===== src/rtl/hazard_control_unit_if.sv =====
// Hazard controller bundle: datapath-side stage info in, forwarding selects,
// pipeline-register hold/flush controls and performance counters out.
interface hazard_control_unit_if #(
  parameter int REG_AW       = 5,
  parameter int NUM_RD_PORTS = 2,
  parameter int CNT_W        = 16
);
  logic [NUM_RD_PORTS*REG_AW-1:0] RS_ID;
  logic [NUM_RD_PORTS*REG_AW-1:0] RS_EX;
  logic [REG_AW-1:0]              RD_EX;
  logic [REG_AW-1:0]              RD_MA;
  logic [REG_AW-1:0]              RD_WB;
  logic                           MemRd_EX;
  logic                           MemRd_MA;
  logic                           RegWEn_MA;
  logic                           RegWEn_WB;
  logic                           PCSel_EX;
  logic                           dmem_req_MA;
  logic                           dmem_ready;
  logic                           cnt_clr;
  logic [NUM_RD_PORTS*2-1:0]      hazardSel;
  logic                           stall_IF;
  logic                           bubble_EX;
  logic                           flush_ID;
  logic                           freeze;
  logic                           mem_timeout;
  logic [CNT_W-1:0]               stall_cycles;
  logic [CNT_W-1:0]               flush_count;

  // datapath side
  modport master (
    output RS_ID, RS_EX, RD_EX, RD_MA, RD_WB, MemRd_EX, MemRd_MA,
           RegWEn_MA, RegWEn_WB, PCSel_EX, dmem_req_MA, dmem_ready, cnt_clr,
    input  hazardSel, stall_IF, bubble_EX, flush_ID, freeze, mem_timeout,
           stall_cycles, flush_count
  );

  // hazard controller side
  modport slave (
    input  RS_ID, RS_EX, RD_EX, RD_MA, RD_WB, MemRd_EX, MemRd_MA,
           RegWEn_MA, RegWEn_WB, PCSel_EX, dmem_req_MA, dmem_ready, cnt_clr,
    output hazardSel, stall_IF, bubble_EX, flush_ID, freeze, mem_timeout,
           stall_cycles, flush_count
  );
endinterface


===== src/rtl/hazard_control_unit.sv =====
// Pipeline hazard controller for the 5-stage RV32I core: per-operand EX
// forwarding, load-use stall sequencing, branch flush, dmem wait freeze with
// timeout, and saturating stall/flush counters.

// One forwarding selector per source operand. MA beats WB (younger result).
module hazard_fwd_lane #(
  parameter int REG_AW      = 5,
  parameter int MA_LOAD_FWD = 0
) (
  input  logic              en,
  input  logic [REG_AW-1:0] rs,
  input  logic [REG_AW-1:0] rd_ma,
  input  logic [REG_AW-1:0] rd_wb,
  input  logic              regwen_ma,
  input  logic              regwen_wb,
  input  logic              memrd_ma,
  output logic [1:0]        sel
);
  logic ma_hit, wb_hit;

  // priority select; load data in MA only usable when the core allows it
  always_comb begin
    ma_hit = regwen_ma && (rd_ma != '0) && (rd_ma == rs) &&
             ((MA_LOAD_FWD != 0) || !memrd_ma);
    wb_hit = regwen_wb && (rd_wb != '0) && (rd_wb == rs);
    sel    = 2'b00;
    if (en) begin
      if (ma_hit)      sel = 2'b01;
      else if (wb_hit) sel = 2'b10;
    end
  end
endmodule

module hazard_control_unit #(
  parameter int REG_AW       = 5,
  parameter int NUM_RD_PORTS = 2,
  parameter int MA_LOAD_FWD  = 0,
  parameter int MEM_TIMEOUT  = 255,
  parameter int CNT_W        = 16
) (
  input logic                 clk,
  input logic                 reset_n,
  hazard_control_unit_if.slave hif
);
  localparam int STALL_LEN = (MA_LOAD_FWD != 0) ? 1 : 2;
  localparam int WAIT_W    = (MEM_TIMEOUT > 0) ? $clog2(MEM_TIMEOUT + 1) : 1;

  typedef enum logic [0:0] {RUN, LOAD_STALL} state_t;

  state_t                                 state_q, state_d;
  logic [1:0]                             ld_cnt_q, ld_cnt_d;
  logic [WAIT_W-1:0]                      wait_cnt_q;
  logic                                   mem_timeout_q;
  logic [CNT_W-1:0]                       stall_cnt_q, flush_cnt_q;
  logic [NUM_RD_PORTS-1:0][REG_AW-1:0]    rs_id, rs_ex;
  logic [NUM_RD_PORTS-1:0][1:0]           sel;
  logic                                   ld_hit, freeze;
  logic                                   stall_if, bubble_ex, flush_id;

  assign rs_id = hif.RS_ID;
  assign rs_ex = hif.RS_EX;

  // memory wait stalls the whole pipe; outputs are quiet while in reset
  assign freeze = reset_n && hif.dmem_req_MA && !hif.dmem_ready;

  genvar k;
  generate
    for (k = 0; k < NUM_RD_PORTS; k++) begin : g_lane
      hazard_fwd_lane #(.REG_AW(REG_AW), .MA_LOAD_FWD(MA_LOAD_FWD)) u_lane (
        .en        (reset_n),
        .rs        (rs_ex[k]),
        .rd_ma     (hif.RD_MA),
        .rd_wb     (hif.RD_WB),
        .regwen_ma (hif.RegWEn_MA),
        .regwen_wb (hif.RegWEn_WB),
        .memrd_ma  (hif.MemRd_MA),
        .sel       (sel[k])
      );
    end
  endgenerate

  // load in EX whose destination feeds any operand of the ID instruction
  always_comb begin
    ld_hit = 1'b0;
    for (int p = 0; p < NUM_RD_PORTS; p++)
      if (rs_id[p] == hif.RD_EX) ld_hit = 1'b1;
    ld_hit = ld_hit && hif.MemRd_EX && (hif.RD_EX != '0);
  end

  // next state and stall/flush controls; freeze holds everything, flush wins over stall
  always_comb begin
    state_d   = state_q;
    ld_cnt_d  = ld_cnt_q;
    stall_if  = 1'b0;
    bubble_ex = 1'b0;
    flush_id  = 1'b0;
    if (reset_n && !freeze) begin
      if (hif.PCSel_EX) begin
        flush_id  = 1'b1;
        bubble_ex = 1'b1;
        state_d   = RUN;
        ld_cnt_d  = '0;
      end else begin
        case (state_q)
          RUN: begin
            if (ld_hit) begin
              stall_if  = 1'b1;
              bubble_ex = 1'b1;
              if (STALL_LEN > 1) begin
                ld_cnt_d = 2'(STALL_LEN - 1);
                state_d  = LOAD_STALL;
              end
            end
          end
          LOAD_STALL: begin
            stall_if  = 1'b1;
            bubble_ex = 1'b1;
            if (ld_cnt_q <= 2'd1) begin
              ld_cnt_d = '0;
              state_d  = RUN;
            end else begin
              ld_cnt_d = ld_cnt_q - 2'd1;
            end
          end
          default: begin
            state_d  = RUN;
            ld_cnt_d = '0;
          end
        endcase
      end
    end
  end

  // FSM state register
  always_ff @(posedge clk or negedge reset_n) begin
    if (!reset_n) begin
      state_q  <= RUN;
      ld_cnt_q <= '0;
    end else begin
      state_q  <= state_d;
      ld_cnt_q <= ld_cnt_d;
    end
  end

  // freeze length tracking; the timeout flag is sticky until reset
  always_ff @(posedge clk or negedge reset_n) begin
    if (!reset_n) begin
      wait_cnt_q    <= '0;
      mem_timeout_q <= 1'b0;
    end else begin
      if (!freeze)
        wait_cnt_q <= '0;
      else if (wait_cnt_q != WAIT_W'(MEM_TIMEOUT))
        wait_cnt_q <= wait_cnt_q + WAIT_W'(1);
      if ((MEM_TIMEOUT != 0) && freeze && (wait_cnt_q == WAIT_W'(MEM_TIMEOUT)))
        mem_timeout_q <= 1'b1;
    end
  end

  // saturating performance counters, clear beats increment
  always_ff @(posedge clk or negedge reset_n) begin
    if (!reset_n) begin
      stall_cnt_q <= '0;
      flush_cnt_q <= '0;
    end else if (hif.cnt_clr) begin
      stall_cnt_q <= '0;
      flush_cnt_q <= '0;
    end else begin
      if ((stall_if || freeze) && (stall_cnt_q != '1))
        stall_cnt_q <= stall_cnt_q + CNT_W'(1);
      if (flush_id && (flush_cnt_q != '1))
        flush_cnt_q <= flush_cnt_q + CNT_W'(1);
    end
  end

  assign hif.hazardSel    = sel;
  assign hif.stall_IF     = stall_if;
  assign hif.bubble_EX    = bubble_ex;
  assign hif.flush_ID     = flush_id;
  assign hif.freeze       = freeze;
  assign hif.mem_timeout  = mem_timeout_q;
  assign hif.stall_cycles = stall_cnt_q;
  assign hif.flush_count  = flush_cnt_q;
endmodule


===== src/flat_wrapper.sv =====
// flat-port wrapper written by rule: the top's interface ports become plain ports
module hazard_control_unit_flat 
#(
  parameter int REG_AW       = 5,
  parameter int NUM_RD_PORTS = 2,
  parameter int MA_LOAD_FWD  = 0,
  parameter int MEM_TIMEOUT  = 255,
  parameter int CNT_W        = 16
)
  (clk, reset_n, hif_RS_ID, hif_RS_EX, hif_RD_EX, hif_RD_MA, hif_RD_WB, hif_MemRd_EX, hif_MemRd_MA, hif_RegWEn_MA, hif_RegWEn_WB, hif_PCSel_EX, hif_dmem_req_MA, hif_dmem_ready, hif_cnt_clr, hif_hazardSel, hif_stall_IF, hif_bubble_EX, hif_flush_ID, hif_freeze, hif_mem_timeout, hif_stall_cycles, hif_flush_count);
  hazard_control_unit_if #(.REG_AW(REG_AW), .NUM_RD_PORTS(NUM_RD_PORTS), .CNT_W(CNT_W)) hif_i ();
  input logic clk;
  input logic reset_n;
  input wire logic [$bits(hif_i.RS_ID)-1:0] hif_RS_ID;
  input wire logic [$bits(hif_i.RS_EX)-1:0] hif_RS_EX;
  input wire logic [$bits(hif_i.RD_EX)-1:0] hif_RD_EX;
  input wire logic [$bits(hif_i.RD_MA)-1:0] hif_RD_MA;
  input wire logic [$bits(hif_i.RD_WB)-1:0] hif_RD_WB;
  input wire logic [$bits(hif_i.MemRd_EX)-1:0] hif_MemRd_EX;
  input wire logic [$bits(hif_i.MemRd_MA)-1:0] hif_MemRd_MA;
  input wire logic [$bits(hif_i.RegWEn_MA)-1:0] hif_RegWEn_MA;
  input wire logic [$bits(hif_i.RegWEn_WB)-1:0] hif_RegWEn_WB;
  input wire logic [$bits(hif_i.PCSel_EX)-1:0] hif_PCSel_EX;
  input wire logic [$bits(hif_i.dmem_req_MA)-1:0] hif_dmem_req_MA;
  input wire logic [$bits(hif_i.dmem_ready)-1:0] hif_dmem_ready;
  input wire logic [$bits(hif_i.cnt_clr)-1:0] hif_cnt_clr;
  output wire logic [$bits(hif_i.hazardSel)-1:0] hif_hazardSel;
  output wire logic [$bits(hif_i.stall_IF)-1:0] hif_stall_IF;
  output wire logic [$bits(hif_i.bubble_EX)-1:0] hif_bubble_EX;
  output wire logic [$bits(hif_i.flush_ID)-1:0] hif_flush_ID;
  output wire logic [$bits(hif_i.freeze)-1:0] hif_freeze;
  output wire logic [$bits(hif_i.mem_timeout)-1:0] hif_mem_timeout;
  output wire logic [$bits(hif_i.stall_cycles)-1:0] hif_stall_cycles;
  output wire logic [$bits(hif_i.flush_count)-1:0] hif_flush_count;
  assign hif_i.RS_ID = hif_RS_ID;
  assign hif_i.RS_EX = hif_RS_EX;
  assign hif_i.RD_EX = hif_RD_EX;
  assign hif_i.RD_MA = hif_RD_MA;
  assign hif_i.RD_WB = hif_RD_WB;
  assign hif_i.MemRd_EX = hif_MemRd_EX;
  assign hif_i.MemRd_MA = hif_MemRd_MA;
  assign hif_i.RegWEn_MA = hif_RegWEn_MA;
  assign hif_i.RegWEn_WB = hif_RegWEn_WB;
  assign hif_i.PCSel_EX = hif_PCSel_EX;
  assign hif_i.dmem_req_MA = hif_dmem_req_MA;
  assign hif_i.dmem_ready = hif_dmem_ready;
  assign hif_i.cnt_clr = hif_cnt_clr;
  assign hif_hazardSel = hif_i.hazardSel;
  assign hif_stall_IF = hif_i.stall_IF;
  assign hif_bubble_EX = hif_i.bubble_EX;
  assign hif_flush_ID = hif_i.flush_ID;
  assign hif_freeze = hif_i.freeze;
  assign hif_mem_timeout = hif_i.mem_timeout;
  assign hif_stall_cycles = hif_i.stall_cycles;
  assign hif_flush_count = hif_i.flush_count;
  hazard_control_unit #(.REG_AW(REG_AW), .NUM_RD_PORTS(NUM_RD_PORTS), .MA_LOAD_FWD(MA_LOAD_FWD), .MEM_TIMEOUT(MEM_TIMEOUT), .CNT_W(CNT_W)) u_core (.clk(clk), .reset_n(reset_n), .hif(hif_i));
endmodule

===== config.mk =====
export PLATFORM = sky130hd
export DESIGN_NAME = hazard_control_unit_flat
export DESIGN_NICKNAME = d
export VERILOG_FILES = /design/src/rtl/hazard_control_unit_if.sv /design/src/rtl/hazard_control_unit.sv /design/src/flat_wrapper.sv
export SDC_FILE = /design/constraint.sdc
export NUM_CORES = 1
export LEC_CHECK = 0
export CORE_MARGIN = 2
export CORE_UTILIZATION = 33
export CTS_BUF_LIST = sky130_fd_sc_hd__clkbuf_4 sky130_fd_sc_hd__clkbuf_8
export DETAILED_ROUTE_END_ITERATION = 10
export GPL_TIMING_DRIVEN = 0
export PLACE_DENSITY = 0.65
export SYNTH_ARGS = -nofsm -noshare
export SYNTH_HDL_FRONTEND = slang
export SYNTH_SLANG_ARGS = --single-unit
export TNS_END_PERCENT = 1

===== constraint.sdc =====
create_clock -name clk -period 5.1 [get_ports clk]
set_clock_uncertainty 0.2 [all_clocks]
set_input_delay 1.02 -clock clk [delete_from_list [all_inputs] [get_ports clk]]
set_output_delay 1.02 -clock clk [all_outputs]
set_load 0.1 [all_outputs]

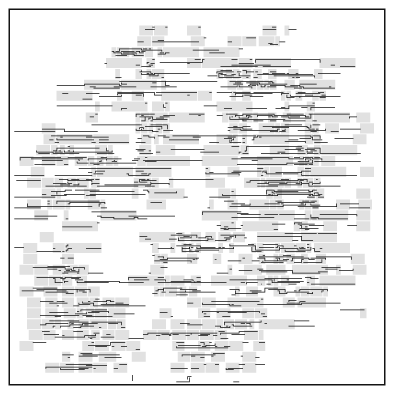
*Met1 routing*
(4 px per um) Cells faint in the background.
- main direction: horizontal
- wire length on this layer: 2980 um

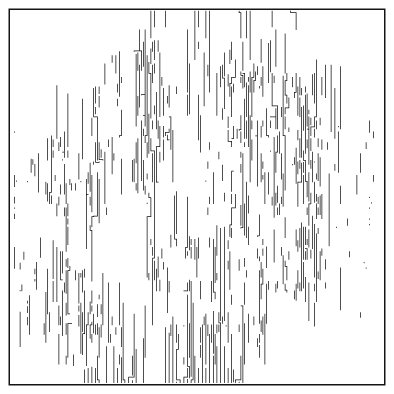
*Metal 2*
(4 px per um)
- nets with wire on the layer: 374
- longest straight run: 26.9 um
- main direction: vertical
- wire length on this layer: 3180 um

==> flow_summary.toml <==
# generated from flow reports
[synthesis]
synth-edff-count = 0
ys_chip_area_sq_um = 2640
syn_area_sq_um = 2640
async_flop_share_pct = 100
ys_top_cells_by_area = "dfrtp_1 42%, xor2_1 12%, nor2_1 5.4%, xnor2_1 5.3%, nand3_1 3.2%"
synth_cells = 292
ys_seq_share_pct = 41.6
synth_area_per_cell_sq_um = 9.05
flop_cell = "dfrtp_1"
yosysCellCount = 292
fp_nets = 340
top_cells_by_count = "44 x dfrtp_1, 38 x nor2_1, 35 x xor2_1"
synth_cell_types = 38
yosysMostFrequentCell = "dfrtp_1"

[finish]
clkCellAreaFrac_pct = 3.23
nFillCells = 716
largest_cell_class = "multi-input combinational cells"
regArea_sq_um = 1100
fin_util_pct = 48.6
fin_area_sq_um = 3760
nMultiInputCombCells = 235
combGateArea_sq_um = 1490
layout_top_cell = "clkdlybuf4s50_1"
area_growth_pct = 42.1
final_layout_top_logic_cells = "79 x clkdlybuf4s50_1, 44 x dfrtp_1, 38 x nor2_1"
clkbuf_count = 6
drive_above_1_share_pct = 5.71
nets = 432
comb_share_pct = 39.7
fin_cells = 487
antennaDiodeCount = 0
seq_share_pct = 29.3

[clock_network]
cts_inserted_buffers = 5
clk_path_buf_depth = 2
cts_tree = "yes"
cts_htree_levels = 2
cts_setup_buffers = 0
clock_latency_ns = 0.30
holdBufCountCts = 0
cts_root_buffer = "clkbuf_8"
clkTransAtPathRegs_ns = 0.09

[worst_setup_path]
cp_data_required_time_ns = 3.88
crit_path_cell_trace = "clkdlybuf4s50_1, or4_1, o21ai_0, nor4_1, and2_1, clkdlybuf4s50_1"
start_kind = "primary input"
path_depth = 6
cpPeakStageDelay_ns = 1.13
cp_common_cell = "clkdlybuf4s50_1"
reg2reg_to = "u_core.hif.stall_cycles[13]"
cp_top_family = "buffers and inverters"
arrival_ns = 3.53
endpoint = "hif_hazardSel[0]"
cp_max_fo = 3
reg2regPathDepth = 9
cp-end-kind = "primary output"
r2r_start = "u_core.hif.stall_cycles[0]"
critPathLaunch = "hif_RD_MA[3]"

[placed_design]
hpwl_um = 4980
placed_area_sq_um = 3630
numPlacedInstances = 479
port_buffers = 84

[route]
avgViaCountPerCell = 5.04
post-route-drc-count = 0
first_iter_violations = 84

[final_timing]
worstMarginPinSlew_ns = 0.981
hold_violations = 0
fmax_ghz = 0.210
min_period_over_period_pct = 93.2
post-route-min-period_ns = 4.75
rsz0062_at_grt = "false"
setup_viol = 0
tns_ns = 0

[floorplanning]
die_area_sq_um = 8740
dieHeight_um = 93.5
nWellTaps = 102
coreArea_sq_um = 7730

[global_routing]
grt_pass1_vias = 2403
grt_max_degree = 34
grt_use_total_pct = 16.0
grt_overflow_total = 0

[pwr]
p_leak_uw = 0.00153
irDropWorstVdd_v = 0.000104
powerDensity_nw_per_um2 = 205

[min_path]
min_from = "u_core.hif.mem_timeout"
worst_hold_path_type = "reg2reg"

[run_status]
status = "complete, no violations"

[job]
warning_count = 27
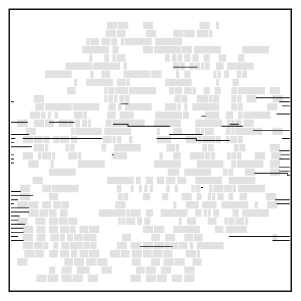
*Met3 routing*
(3 px per um) Cells faint in the background.
- wire length on this layer: 287 um
- share of all routed wire: 4.4%

-- stage by stage --
stage	hold WS, ns	setup slack [ns]
2_1_floorplan	0.298	-0.882
3_3_place_gp	0.258	-1.51
3_5_place_dp	0.262	-0.0428
4_1_cts	0.286	0.0145
5_1_grt	0.302	0.128
6_report	0.278	0.346
-- where the power goes --
part           switching, uW  leakage (uW)  internal, uW
combinational           74.6      0.000858          57.7
sequential              3.94      0.000613           352
clock                    123     0.0000614           160
total                    202       0.00153           570
-- sequential cells by signal, summed over array words and instances, names as in the netlist --
signal                   cells
u_core.hif.stall_cycles     16
u_core.state_q               1
u_core.ld_cnt_q              2
u_core.hif.mem_timeout       1
u_core.hif.flush_count      16
u_core.wait_cnt_q            8
-- layer usage --
metal / global-route usage (%) / wire (um) / vias to the layer above / share of wire [%]
li1: - / - / 1210 / -
met1: 21.1 / 2980 / 1180 / 46
met2: 26.7 / 3180 / 59 / 49
met3: 2.82 / 287 / 7 / 4.4
met4: 5.27 / 65 / 0 / 1.0
met5: 0 / 0 / - / 0
-- logic make-up (layout without fill, tap and decap cells) --
| kind of cell | Yosys count | in the layout | share of synthesized area, % |
|---|---|---|---|
| AOI/OAI and AO/OA | 39 | 39 | 8.80 |
| DFF | 44 | 44 | 41.6 |
| xor gates and xnor gates | 51 | 51 | 16.9 |
| and+or+nand+nor | 137 | 137 | 27.0 |
| muxes | 5 | 5 | 2.03 |
| adders and majority gates | 3 | 3 | 1.42 |
| buffers and inverters | 13 | 106 | 2.18 |
-- worst reg2reg max path, stage by stage (launching register included) --
cell	delay, ns
dfrtp_1	0.47
ha_1	0.29
nand3_1	0.10
nor2_1	0.10
and3_1	0.23
or4_4	0.49
and2_4	0.18
buf_6	0.14
nor3_1	0.21
mux2_2	0.36
No activity file was given, so power comes from the tool's default toggle rates.
